**src/rtl/bus_valid_ready_delay.sv**
```systemverilog
// -----------------------------------------------------------------------------
// bus_valid_ready_delay
//
// Full register slice for a valid/ready stream. It adds one register stage in
// the forward path (valid/data) and one in the backward path (ready). Storage
// is a main register that drives the outputs, plus a single skid register. The
// skid register catches the word that upstream launches in the same cycle that
// downstream stalls.
//
// Ports
//   clk      : clock; all state updates on the rising edge
//   rst_n    : asynchronous reset, active HIGH (the name is historical)
//   valid_i  : upstream valid
//   data_i   : upstream payload, Width bits
//   ready_o  : ready returned to upstream (registered; equals NOT skid valid)
//   valid_o  : downstream valid (registered)
//   data_o   : downstream payload, Width bits (registered)
//   ready_i  : downstream ready
// -----------------------------------------------------------------------------
module bus_valid_ready_delay #(
    parameter int Width = 32
) (
    input  logic             clk,
    input  logic             rst_n,
    input  logic             valid_i,
    input  logic [Width-1:0] data_i,
    output logic             ready_o,
    output logic             valid_o,
    output logic [Width-1:0] data_o,
    input  logic             ready_i
);

    logic             r_main_vld;
    logic [Width-1:0] r_main_data;
    logic             r_skid_vld;
    logic [Width-1:0] r_skid_data;
    logic             r_ready;

    logic w_up_xfer;
    logic w_dn_xfer;
    logic w_main_free;

    assign w_up_xfer   = valid_i & r_ready;
    assign w_dn_xfer   = r_main_vld & ready_i;
    // The main register can take a new word when it is empty or drains this edge.
    assign w_main_free = ~r_main_vld | ready_i;

    // ---- register stage: main + skid -----------------------------------------
    always_ff @(posedge clk or posedge rst_n) begin
        if (rst_n) begin
            r_main_vld  <= 1'b0;
            r_main_data <= '0;
            r_skid_vld  <= 1'b0;
            r_skid_data <= '0;
            r_ready     <= 1'b1;
        end else if (w_main_free) begin
            // The skid word is older than anything upstream, so it goes first.
            // While skid is valid ready_o is 0, so no upstream word competes.
            if (r_skid_vld) begin
                r_main_vld  <= 1'b1;
                r_main_data <= r_skid_data;
                r_skid_vld  <= 1'b0;
                r_ready     <= 1'b1;
            end else if (w_up_xfer) begin
                r_main_vld  <= 1'b1;
                r_main_data <= data_i;
            end else begin
                r_main_vld  <= 1'b0;
            end
        end else if (w_up_xfer) begin
            // Main is full and stalled: the word accepted this edge parks in skid.
            r_skid_vld  <= 1'b1;
            r_skid_data <= data_i;
            r_ready     <= 1'b0;
        end
    end

    assign valid_o = r_main_vld;
    assign data_o  = r_main_data;
    assign ready_o = r_ready;

`ifndef SYNTHESIS
    // Occupancy tracked independently of the storage: it must always equal the
    // number of held entries. That rules out both lost and duplicated words.
    logic [1:0] r_sim_occ;

    always_ff @(posedge clk or posedge rst_n) begin
        if (rst_n) begin
            r_sim_occ <= 2'd0;
        end else begin
            r_sim_occ <= r_sim_occ + 2'(w_up_xfer) - 2'(w_dn_xfer);
        end
    end

    a_occupancy: assert property (@(posedge clk) disable iff (rst_n)
        r_sim_occ == (2'(r_main_vld) + 2'(r_skid_vld)));

    // Skid only ever holds the younger word, so it implies a full main register.
    a_order: assert property (@(posedge clk) disable iff (rst_n)
        r_skid_vld |-> r_main_vld);

    a_ready_skid: assert property (@(posedge clk) disable iff (rst_n)
        r_ready == !r_skid_vld);

    a_stall_stable: assert property (@(posedge clk) disable iff (rst_n)
        (valid_o && !ready_i) |=> (valid_o && $stable(data_o)));
`endif

endmodule

```
**config.mk**
```make
export PLATFORM = sky130hd
export DESIGN_NAME = bus_valid_ready_delay
export DESIGN_NICKNAME = d
export VERILOG_FILES = /design/src/rtl/bus_valid_ready_delay.sv
export SDC_FILE = /design/constraint.sdc
export NUM_CORES = 1
export LEC_CHECK = 0
export CAP_MARGIN = 30
export CORE_MARGIN = 2
export CORE_UTILIZATION = 50
export DETAILED_ROUTE_END_ITERATION = 7
export PLACE_DENSITY = 0.9
export SYNTH_ARGS = -nofsm -noshare
export SYNTH_HDL_FRONTEND = slang
export SYNTH_SLANG_ARGS = --single-unit
```
**constraint.sdc**
```tcl
create_clock -name clk -period 3 [get_ports clk]
set_clock_uncertainty 0.1 [all_clocks]
set_input_delay 0.6 -clock clk [delete_from_list [all_inputs] [get_ports clk]]
set_output_delay 0.6 -clock clk [all_outputs]
set_load 0.1 [all_outputs]
```
Fig. 1: run 1, port wiring
Drawn at 6 px/um.
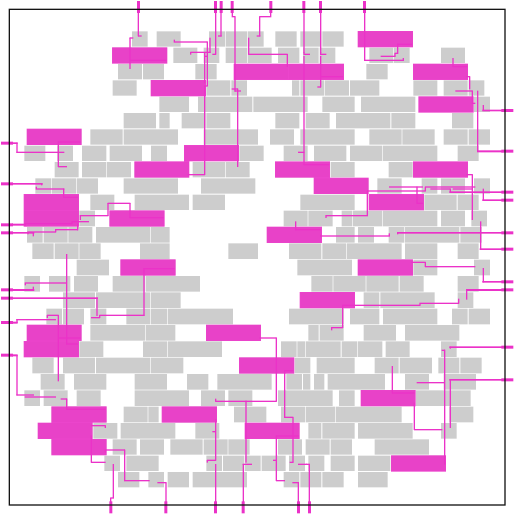
- `data_o`: magenta (bits 32; direction output; edge 10 east, 8 west, 8 north, 6 south; end cells 32; buffers 32; wire 772 um)
# IOs: 70
Buffers on Ports: 69

Fig. 2: run 1, routed metal, one color a layer
Drawn at 4 px/um. Two of the layers only.
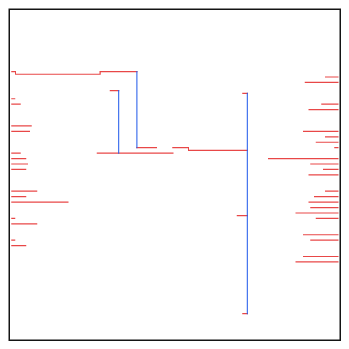
- M3: red (wire length 290 um)
- M4: blue (wire length 89.8 um)

==> flow_summary_export.csv, run 1 <==
group,metric,value,unit
flow_run,drv_cap,0,
clock_network,clk_latency,0.34,ns
finish,final_nets,298,
yosys,synthArstFlopShare,1.000,
yosys,fp_nets,219,
sta,rsz0062_at_grt,"false",
sta,finalSetupViolCount,0,
yosys,area_leaders,"dfrtp_1 54%, mux2_2 24%, mux2_4 15%, buf_6 3.7%, dfstp_2 0.86%",
critical_path,critPathMaxStageDelay,0.46,ns
finish,area_growth,28.36,%
critical_path,crit_start,"ready_i",
yosys,synthAoiAreaFrac,0.008557,
power,p_leak,0.002025,uW
floorplanning,die.size.y,82.37,um
clock_network,cts_hold_buffers,0,
yosys,ys_sh_xor,0,
critical_path,r2r_start,"ready_o",
yosys,edf_count,0,
finish,layout-drive-gt1-share,0.6030,
status,status,"finished, final reports clean",
floorplanning,die_w,82.37,um
sta,hold_violations,0,
critical_path,criticalPathCategory,"in2reg",
sta,period_minus_slack,2.043,ns
floorplanning,core,5921,um^2
sta,timing.hold.ws,0.4081,ns
placement,gpl.final_weighted_congestion,0.7067,
yosys,synth_cell_types,14,
critical_path,arrival,2.16,ns
critical_path,crit_required,3.12,ns
critical_path,rr_endpoint,"r_skid_data[27]",
yosys,yosys-top-cells-count,"66 x dfrtp_1, 66 x mux2_2, 30 x mux2_4",
critical_path,rr_worst_depth,3,
route,drt-pass1-iter-count,3,
yosys,yosys_warnings,0,
critical_path,regToRegSetupSlack,1.28,ns
yosys,synth-main-ff-cell,"dfrtp_1",
floorplanning,row_count,28,
clock_network,post_cts_buffers,0,
critical_path,crit_fanout,15,
global_route,grt-ovfl-total,0,
global_route,grt_first_pass_wirelength,8535,um
sta,maxSlewHeadroom,0.6984,
finish,antenna_cells,0,
yosys,yosysTopAreaCellShare,0.5379,
route,drc,0,
critical_path,timing.critical_path.depth,5,
critical_path,critical_path.top_delay_family,"buffers and inverters",
global_route,grt_start_max_net_pins,30,
yosys,yosys_area,3070,um^2
yosys,synth_flops,67,
yosys,syn_area,3070,um^2
route,vias,1728,
clock_network,clk_path_buf_depth,2,
route,via_per_inst,5.053,
sta,fin_crit_sh,0.6812,
clock_network,cts_root_buffer,"clkbuf_8",
min_path,hold_path.class,"reg2reg",
sta,max_freq,489.4,MHz
yosys,mux_share,0.3888,
sta,slew_viol_final,0,
clock_network,cts.sinks,67,
Fig. 3: run 1, wiring heat map
Drawn at 4 px/um. The die is cut into 16 by 16 equal tiles; dark blue is low, red is high, scaled to the fullest tile. Values are wire area over tile area, all layers added.
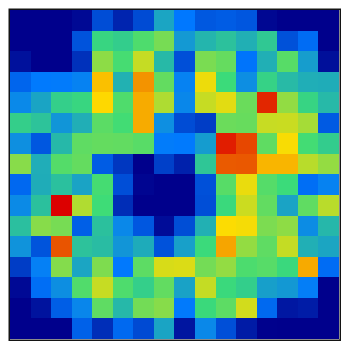
- nearly empty tiles: 13%
- densest ninth of the die: east
- tiles over half the peak: 35%
- fullest tile: 0.34
- mean over tiles: 0.13
overall routed net length: 5473 um
Tot GR Track Use: 0.1720

-- run 1: worst reg2reg max path: cells and delay by family, from the launching register on --
kind | cells | cell delay, ns
flops | 1 | 0.61
buf+inv | 1 | 0.31
mux | 1 | 0.31
simple gates | 1 | 0.28
-- run 1: per-layer routing --
metal	GRT usage	routed length [um]	share of wire	vias up
met5	0	0	0	-
met4	0.08500	89	0.016	0
met3	0.03587	290	0.053	8
met2	0.2742	2613	0.48	46
met1	0.2233	2479	0.45	863
li1	-	-	-	811
-- run 1: cell type report --
type                            instances  area share
Sequential cell                        67      0.4257
Multi-Input combinational cell        105      0.3238
Timing Repair Buffer                   78      0.1708
Clock buffer                            9     0.03143
Tap cell                               75     0.02381
Clock inverter                          7     0.02349
Inverter                                1   0.0009524
-- run 1: worst min-delay path by stage --
stage,start,endpoint,slack (ns),cells after the start
CTS,r_skid_data[13],r_skid_data[13],0.41,1
detailed placement,r_skid_data[8],r_skid_data[8],0.39,1
floorplan,r_skid_data[12],r_skid_data[12],0.37,1
global route,r_skid_data[13],r_skid_data[13],0.42,1
global placement,r_skid_data[31],r_skid_data[31],0.38,1
finish,r_skid_data[13],r_skid_data[13],0.41,1
-- run 1: flip-flops by register name (all words and copies together), names as in the netlist --
register and count:
r_skid_vld 1, data_o 32, valid_o 1, ready_o 1
r_skid_data 32
-- run 1: stage by stage --
step           cells  utilization  cell area, um^2  setup slack [ns]
4_1_cts          342       0.6657             3941            0.9583
3_5_place_dp     326       0.6291             3725            0.5975
5_1_grt          342       0.6657             3941            0.9206
6_report         342       0.6657             3941            0.9565
2_1_floorplan    183            -             3070            0.6185
3_3_place_gp     326       0.6291             3725            0.6400
-- run 1: power breakdown --
part	total, uW	switching [uW]	internal, uW
Sequential	903	0	903
Clock	809	343	466
Combinational	95.0	36.3	58.6
Total	1810	379	1430
==> run 2: changes to the inputs <==
==> constraint.sdc (replaced) <==
create_clock -name clk -period 2.1 [get_ports clk]
set_clock_uncertainty 0.1 [all_clocks]
set_input_delay 0.42 -clock clk [delete_from_list [all_inputs] [get_ports clk]]
set_output_delay 0.42 -clock clk [all_outputs]
set_load 0.1 [all_outputs]
Fig. 4: run 2, routed metal, one color a layer
Drawn at 4 px/um. Two of the layers only.
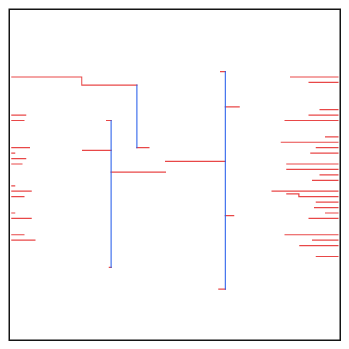
overall routed net length: 5807 um
Tot GR Track Use: 0.1849
DR WL/cell: 16.93 um
detailed-route via count: 1761

==> run 2 against run 1 <==
Net effect:
- total power grew 32%
- worst hold slack got worse by 0.078 ns
- die area unchanged
- critical endpoint is now data_o[13]
- critical path type unchanged
==> flow_summary_export.csv, run 2 <==
group,metric,value,unit
route,drt-pass1-iter-count,4,
placement,place_ws,0.05122,ns
sta,maxSlewHeadroom,0.7260,
global_route,grt_first_pass_wirelength,9108,um
status,status,"finished, final reports clean",
finish,layout_top_cells,"66 x mux2_2, 65 x dfrtp_1, 39 x buf_4, 35 x clkdlybuf4s50_1, 30 x mux2_4",
power,pg_clk,953,uW
finish,area_growth,29.58,%
power,p_switching,521.9,uW
yosys,yosys_warnings,0,
clock_network,post_cts_buffers,0,
power,top_power_group,"sequential cells",
yosys,synth_flops,67,
yosys,yosys_area,3070,um^2
global_route,grt-busiest-layer,"met2",
critical_path,path_cells,"clkdlybuf4s50_1 -> a21oi_4 -> nor2_4 -> buf_12 -> mux2_2",
global_route,grt-ovfl-total,0,
floorplanning,num_io_pins,70,
yosys,yosysTopAreaCellShare,0.5379,
floorplanning,row_count,28,
sta,rsz0062_at_grt,"false",
route,m1WireLength,2507,um
yosys,edf_count,0,
critical_path,arrival,1.82,ns
yosys,yosys-top-cells-count,"66 x dfrtp_1, 66 x mux2_2, 30 x mux2_4",
route,met3_length,317,um
yosys,fp_nets,219,
route,met2_wirelength,2876,um
floorplanning,core,5921,um^2
placement,gpl.final_weighted_congestion,0.6983,
min_path,hold_path.class,"in2async",
critical_path,cp_slowest_cell,"clkdlybuf4s50_1",
finish,antenna_cells,0,
sta,max_freq,588.2,MHz
yosys,syn_area,3070,um^2
power,p_clk_frac,0.399,
clock_network,cts_hold_buffers,0,
sta,finalWorstSetupSlack,0.4000,ns
yosys,synth_cell_types,14,
route,topRoutingLayerUsed,"met4",
power,p_int,1864,uW
sta,period_minus_slack,1.700,ns
yosys,synthArstFlopShare,1.000,
finish,layout-drive-gt1-share,0.6082,
sta,finalSetupViolCount,0,
sta,slew_viol_final,0,
route,via_per_inst,5.134,
yosys,synth-main-ff-cell,"dfrtp_1",
yosys,area_leaders,"dfrtp_1 54%, mux2_2 24%, mux2_4 15%, buf_6 3.7%, dfstp_2 0.86%",
finish,layout.cells.non_filler,343,
flow_run,tool_warnings,26,
placement,portBuffers,69,
critical_path,crit_fanout,25,
sta,fin_crit_sh,0.8095,
power,pg_seq,1290,uW
global_route,grtUsageMet1,0.2283,
floorplanning,die_w,82.37,um
power,powerComb,144,uW
route,drc,0,
global_route,grt_start_max_net_pins,26,
placement,dp.cells,327,
clock_network,cts.sinks,67,
critical_path,critical_path.top_delay_family,"buffers and inverters",
clock_network,cts_root_buffer,"clkbuf_8",
sta,hold_violations,0,
power,pwr-share-seq,0.541,
critical_path,critPathMaxStageDelay,0.60,ns
sta,timing.hold.ws,0.3302,ns
flow_run,drv_cap,0,
critical_path,crit_required,2.22,ns
global_route,grtUsageMet2,0.3024,
finish,final_nets,299,
clock_network,clk_latency,0.33,ns
critical_path,criticalPathCategory,"in2reg",
power,p_leak,0.002027,uW
clock_network,clk_path_buf_depth,2,
Fig. 5: run 2, met3 routing
Drawn at 3 px/um.
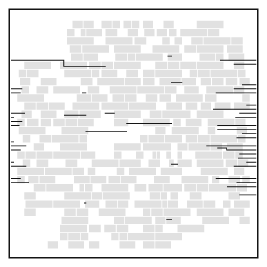
- longest straight run: 17.5 um
- main direction: horizontal
- share of all routed wire: 5.5%
- wire length on this layer: 317 um
met3 Usage GRT: 0.04457

[run 2: cell count changes in the layout (fill, tap and decap cells not counted), sizes merged]
cell      previous run  this run
buf                 43        44
bufinv               2         0
clkbuf               9        11
clkinv               5         4
clkinvlp             0         2
inv                  1         0
[run 2: cell type report]
class                      count  area [um^2]  share of cell area
clock buffer                  11        151.4             0.03805
clock inverter                 5        27.53            0.006918
inverter                       1        7.507            0.001887
multi-input combinational    105         1276              0.3208
sequential                    67         1679              0.4220
tap                           75        93.84             0.02358
timing repair buffer          79        743.2              0.1868
[run 2: worst paths after layout]
| kind | from | end | slack [ns] | depth (start not counted) |
|---|---|---|---|---|
| max | valid_i | data_o[13] | 0.40 | 5 |
| min | rst_n | data_o[20] | 0.33 | 2 |
| max reg2reg | ready_o | data_o[13] | 0.48 | 4 |
| min reg2reg | r_skid_data[10] | r_skid_data[10] | 0.41 | 1 |
| max in group asynchronous | rst_n | valid_o | 1.10 | 3 |
| min in group clk | r_skid_data[10] | r_skid_data[10] | 0.41 | 1 |
[run 2: stage by stage]
| step | cell area (um^2) | util |
|---|---|---|
| floorplan | 3075 | - |
| global placement | 3800 | 0.6418 |
| detailed placement | 3800 | 0.6418 |
| CTS | 3979 | 0.6720 |
| global route | 3979 | 0.6720 |
| finish | 3979 | 0.6720 |
[run 2: kinds of logic (layout without fill, tap and decap cells)]
group | Yosys count | in the layout | synth area share
and+or+nand+nor | 6 | 6 | 0.01834
buffers and inverters | 11 | 96 | 0.03790
AOI/OAI and AO/OA | 3 | 3 | 0.008559
muxes | 96 | 96 | 0.3888
DFF | 67 | 67 | 0.5465
Power is estimated from default activity; no workload was simulated.
